Fig. 1: the metal 2 layer
Cells faint in the background.
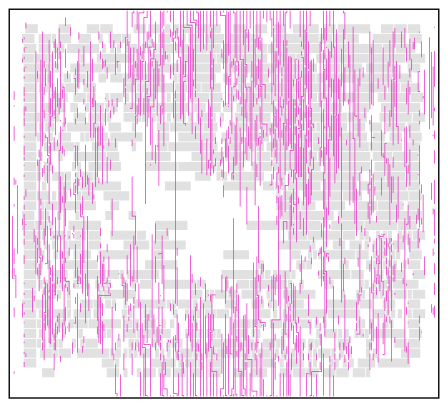
Fig. 2: congestion heat map
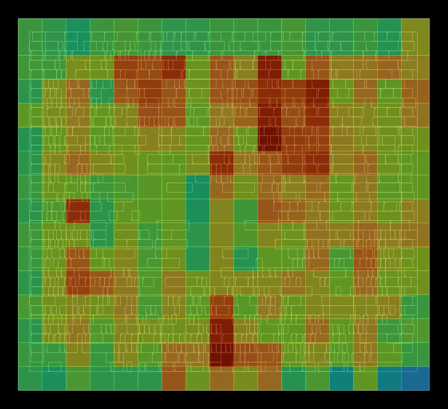
--- src/rtl/arbitro_pkg.sv ---
// arbitro_pkg: shared FSM states and operand/result widths for the divider arbiter.
package arbitro_pkg;

    typedef enum logic [1:0] {
        LIBRE,
        LANZAR,
        ESPERAR,
        ENTREGAR
    } estados_arb_t;

    localparam int ANCHO_OP  = 16;
    localparam int ANCHO_RES = 32;

endpackage

--- src/rtl/arbitro_divisor_rr_selector.sv ---
// rr_selector: combinational round-robin pick of the first active request at or after the pointer.
module rr_selector #(
    parameter  int NUM_SOL = 4,
    localparam int ID_W    = $clog2(NUM_SOL)
) (
    input  logic [NUM_SOL-1:0] sol_i,
    input  logic [ID_W-1:0]    puntero_i,
    output logic [NUM_SOL-1:0] concesion_o,
    output logic [ID_W-1:0]    ganador_o,
    output logic               hay_sol_o
);

    logic [ID_W:0]   suma;
    logic [ID_W-1:0] cand;

    // Walk offsets from farthest to nearest so the closest request to the pointer wins last.
    always_comb begin
        suma      = '0;
        cand      = '0;
        ganador_o = '0;
        for (int k = NUM_SOL - 1; k >= 0; k--) begin
            suma = {1'b0, puntero_i} + (ID_W+1)'(k);
            cand = (suma >= (ID_W+1)'(NUM_SOL)) ? ID_W'(suma - (ID_W+1)'(NUM_SOL)) : suma[ID_W-1:0];
            if (sol_i[cand]) ganador_o = cand;
        end
    end

    assign hay_sol_o   = |sol_i;
    assign concesion_o = hay_sol_o ? ({{(NUM_SOL-1){1'b0}}, 1'b1} << ganador_o) : '0;

endmodule

--- src/rtl/arbitro_divisor.sv ---
// arbitro_divisor: round-robin sharing of one divider among NUM_SOL requesters (optional DIV_CERO_EN bypass for zero divisors).
module arbitro_divisor
    import arbitro_pkg::*;
#(
    parameter  int NUM_SOL = 4,
    localparam int ID_W    = $clog2(NUM_SOL)
) (
    input  logic                        clk,
    input  logic                        rst_n,
    input  logic [NUM_SOL-1:0]          sol_valido,
    input  logic [NUM_SOL*ANCHO_OP-1:0] sol_dividendo,
    input  logic [NUM_SOL*ANCHO_OP-1:0] sol_divisor,
    output logic [NUM_SOL-1:0]          sol_listo,
    output logic [NUM_SOL-1:0]          res_valido,
    output logic [ANCHO_OP-1:0]         res_cociente,
    output logic [ANCHO_OP-1:0]         res_residuo,
    output logic [ID_W-1:0]             res_id,
    output logic                        ocupado,
`ifdef DIV_CERO_EN
    output logic                        res_div_cero,
`endif
    output logic                        div_iniciar,
    output logic [ANCHO_OP-1:0]         div_dividendo,
    output logic [ANCHO_OP-1:0]         div_divisor,
    input  logic [ANCHO_RES-1:0]        div_cociente,
    input  logic                        div_terminado
);

    estados_arb_t        estado_q, estado_d;
    logic [ID_W-1:0]     puntero_q, puntero_d;
    logic [ID_W-1:0]     id_q, id_d;
    logic [ANCHO_OP-1:0] dvd_q, dvd_d;
    logic [ANCHO_OP-1:0] dvs_q, dvs_d;
    logic [ANCHO_OP-1:0] coc_q, coc_d;
    logic [ANCHO_OP-1:0] res_q, res_d;
`ifdef DIV_CERO_EN
    logic                cero_q, cero_d;
`endif

    logic [NUM_SOL-1:0]  concesion;
    logic [ID_W-1:0]     ganador;
    logic                hay_sol;
    logic [ANCHO_OP-1:0] dvd_sel, dvs_sel;

    rr_selector #(.NUM_SOL(NUM_SOL)) u_sel (
        .sol_i       (sol_valido),
        .puntero_i   (puntero_q),
        .concesion_o (concesion),
        .ganador_o   (ganador),
        .hay_sol_o   (hay_sol)
    );

    assign dvd_sel = sol_dividendo[ganador*ANCHO_OP +: ANCHO_OP];
    assign dvs_sel = sol_divisor[ganador*ANCHO_OP +: ANCHO_OP];

    // State, pointer, operand and result registers; reset aborts any operation in flight.
    always_ff @(posedge clk or negedge rst_n) begin
        if (!rst_n) begin
            estado_q  <= LIBRE;
            puntero_q <= '0;
            id_q      <= '0;
            dvd_q     <= '0;
            dvs_q     <= '0;
            coc_q     <= '0;
            res_q     <= '0;
`ifdef DIV_CERO_EN
            cero_q    <= 1'b0;
`endif
        end else begin
            estado_q  <= estado_d;
            puntero_q <= puntero_d;
            id_q      <= id_d;
            dvd_q     <= dvd_d;
            dvs_q     <= dvs_d;
            coc_q     <= coc_d;
            res_q     <= res_d;
`ifdef DIV_CERO_EN
            cero_q    <= cero_d;
`endif
        end
    end

    // Next state: accept in LIBRE, pulse start, wait for done, deliver for one cycle.
    always_comb begin
        estado_d  = estado_q;
        puntero_d = puntero_q;
        id_d      = id_q;
        dvd_d     = dvd_q;
        dvs_d     = dvs_q;
        coc_d     = coc_q;
        res_d     = res_q;
`ifdef DIV_CERO_EN
        cero_d    = cero_q;
`endif
        case (estado_q)
            LIBRE: if (hay_sol) begin
                estado_d  = LANZAR;
                id_d      = ganador;
                puntero_d = (ganador == ID_W'(NUM_SOL - 1)) ? '0 : ganador + 1'b1;
                dvd_d     = dvd_sel;
                dvs_d     = dvs_sel;
`ifdef DIV_CERO_EN
                cero_d    = (dvs_sel == '0);
                if (dvs_sel == '0) begin
                    estado_d = ENTREGAR;
                    coc_d    = '1;
                    res_d    = dvd_sel;
                end
`endif
            end
            LANZAR:  estado_d = ESPERAR;
            ESPERAR: if (div_terminado) begin
                estado_d = ENTREGAR;
                coc_d    = div_cociente[ANCHO_OP-1:0];
                res_d    = div_cociente[ANCHO_RES-1:ANCHO_OP];
            end
            ENTREGAR: estado_d = LIBRE;
            default:  estado_d = LIBRE;
        endcase
    end

    assign sol_listo     = (estado_q == LIBRE && rst_n) ? concesion : '0;
    assign res_valido    = (estado_q == ENTREGAR) ? ({{(NUM_SOL-1){1'b0}}, 1'b1} << id_q) : '0;
    assign ocupado       = (estado_q != LIBRE);
    assign div_iniciar   = (estado_q == LANZAR);
    assign div_dividendo = dvd_q;
    assign div_divisor   = dvs_q;
    assign res_cociente  = coc_q;
    assign res_residuo   = res_q;
    assign res_id        = id_q;
`ifdef DIV_CERO_EN
    assign res_div_cero  = (estado_q == ENTREGAR) && cero_q;
`endif

endmodule

--- config.mk ---
export PLATFORM = sky130hd
export DESIGN_NAME = arbitro_divisor
export DESIGN_NICKNAME = d
export VERILOG_FILES = /design/src/rtl/arbitro_pkg.sv /design/src/rtl/arbitro_divisor_rr_selector.sv /design/src/rtl/arbitro_divisor.sv
export SDC_FILE = /design/constraint.sdc
export NUM_CORES = 1
export LEC_CHECK = 0
export ABC_AREA = 1
export CAP_MARGIN = 20
export CORE_ASPECT_RATIO = 0.9
export CORE_MARGIN = 3
export CORE_UTILIZATION = 40
export CTS_BUF_LIST = sky130_fd_sc_hd__clkbuf_4 sky130_fd_sc_hd__clkbuf_8 sky130_fd_sc_hd__clkbuf_16
export CTS_CLUSTER_DIAMETER = 120
export DETAILED_ROUTE_END_ITERATION = 7
export PLACE_DENSITY = 0.82
export SLEW_MARGIN = 30
export SYNTH_ARGS = -nofsm -noshare
export SYNTH_HDL_FRONTEND = slang
export SYNTH_HIERARCHICAL = 1
export SYNTH_SLANG_ARGS = --single-unit
--- constraint.sdc ---
create_clock -name clk -period 2.49 [get_ports clk]
set_input_delay 0.6225 -clock clk [delete_from_list [all_inputs] [get_ports clk]]
set_output_delay 0.6225 -clock clk [all_outputs]
set_load 0.02 [all_outputs]
==> results.json <==
{
  "worst_pin_slew_ns": 0.653,
  "cts_resized": 53,
  "diodes": 0,
  "relSlewSlack_pct": 56.5,
  "fin_hold_ws_ns": 0.428,
  "swShare_pct": 45.4,
  "setup_ws_ns": -0.112,
  "place.detailed.hpwl_um": 10200,
  "ys_sh_simple_pct": 35.5,
  "slowest_stage": "dlygate4sd2_1",
  "io_pins": 243,
  "mux_share_pct": 10.4,
  "start_kind": "input pin",
  "avgSynthCellArea_um2": 7.41,
  "dp_cells": 1001,
  "setup_tns_ns": -0.396,
  "top_cell": "nand2_1",
  "fp.dieArea_mm2": 0.0127,
  "cts_tree": "yes",
  "ys_warn_count": 6,
  "fin_cells": 1025,
  "final_cell_area_mm2": 0.00780,
  "top_layer": "met4",
  "buf_share_pct": 35.4,
  "largestPowerGroup": "combinational cells",
  "cts_setup_buffers": 4,
  "comb_share_pct": 30.9,
  "hold_viol_final": 0,
  "power_density_mw_per_mm2": 1410,
  "yosys.area.top_type": "dfrtp_1",
  "violations": "setup timing",
  "critPathRequiredTime_ns": 1.87,
  "synth_stat.cells": 614,
  "rsz0062_at_grt": "yes",
  "numCtsBuffers": 9,
  "fp.dieW_um": 118,
  "synth_nets": 787,
  "cp_max_fo": 4,
  "ff_type": "dfrtp_1",
  "setup_viol": 4,
  "cp_num_buf_inv": 5,
  "area_leaders": "dfrtp_1, nand2_1, mux2_4",
  "grt_pass1_wl_um": 22600,
  "tap_cells": 152,
  "critical_path.top_delay_family": "buffers and inverters",
  "drt-wirelength-per-cell_um": 14.6,
  "intPower_w": 0.00602,
  "drive_gt1_share_pct": 17.6,
  "final_common_cell": "nand2_1",
  "antenna_found_initial": 0,
  "coreArea_mm2": 0.0109,
  "status": "complete, but fails checks",
  "min_path_type": "in2async",
  "netlist_area_mm2": 0.00455,
  "tool_warnings": 32,
  "floorplan.core_util_pct": 41.6,
  "seq_area_share_pct": 22.5,
  "r2r-start": "puntero_q[0]",
  "crit_cells": 13,
  "preCtsSetupSlack_ns": -0.883,
  "io_buffers": 242
}
Notes on Fig. 1 above:
nets with wire on the layer: 807
main direction: vertical
share of all routed wire: 49%
Final Routed Wirelength: 14,900 um
met2 Resource Use GR: 38.4%
routed vias: 4,708

Notes on Fig. 2 above:
grt peak-use layer: met2
aggregate global-route resource usage: 22.1%
GR met3 Demand/Resource: 6.33%

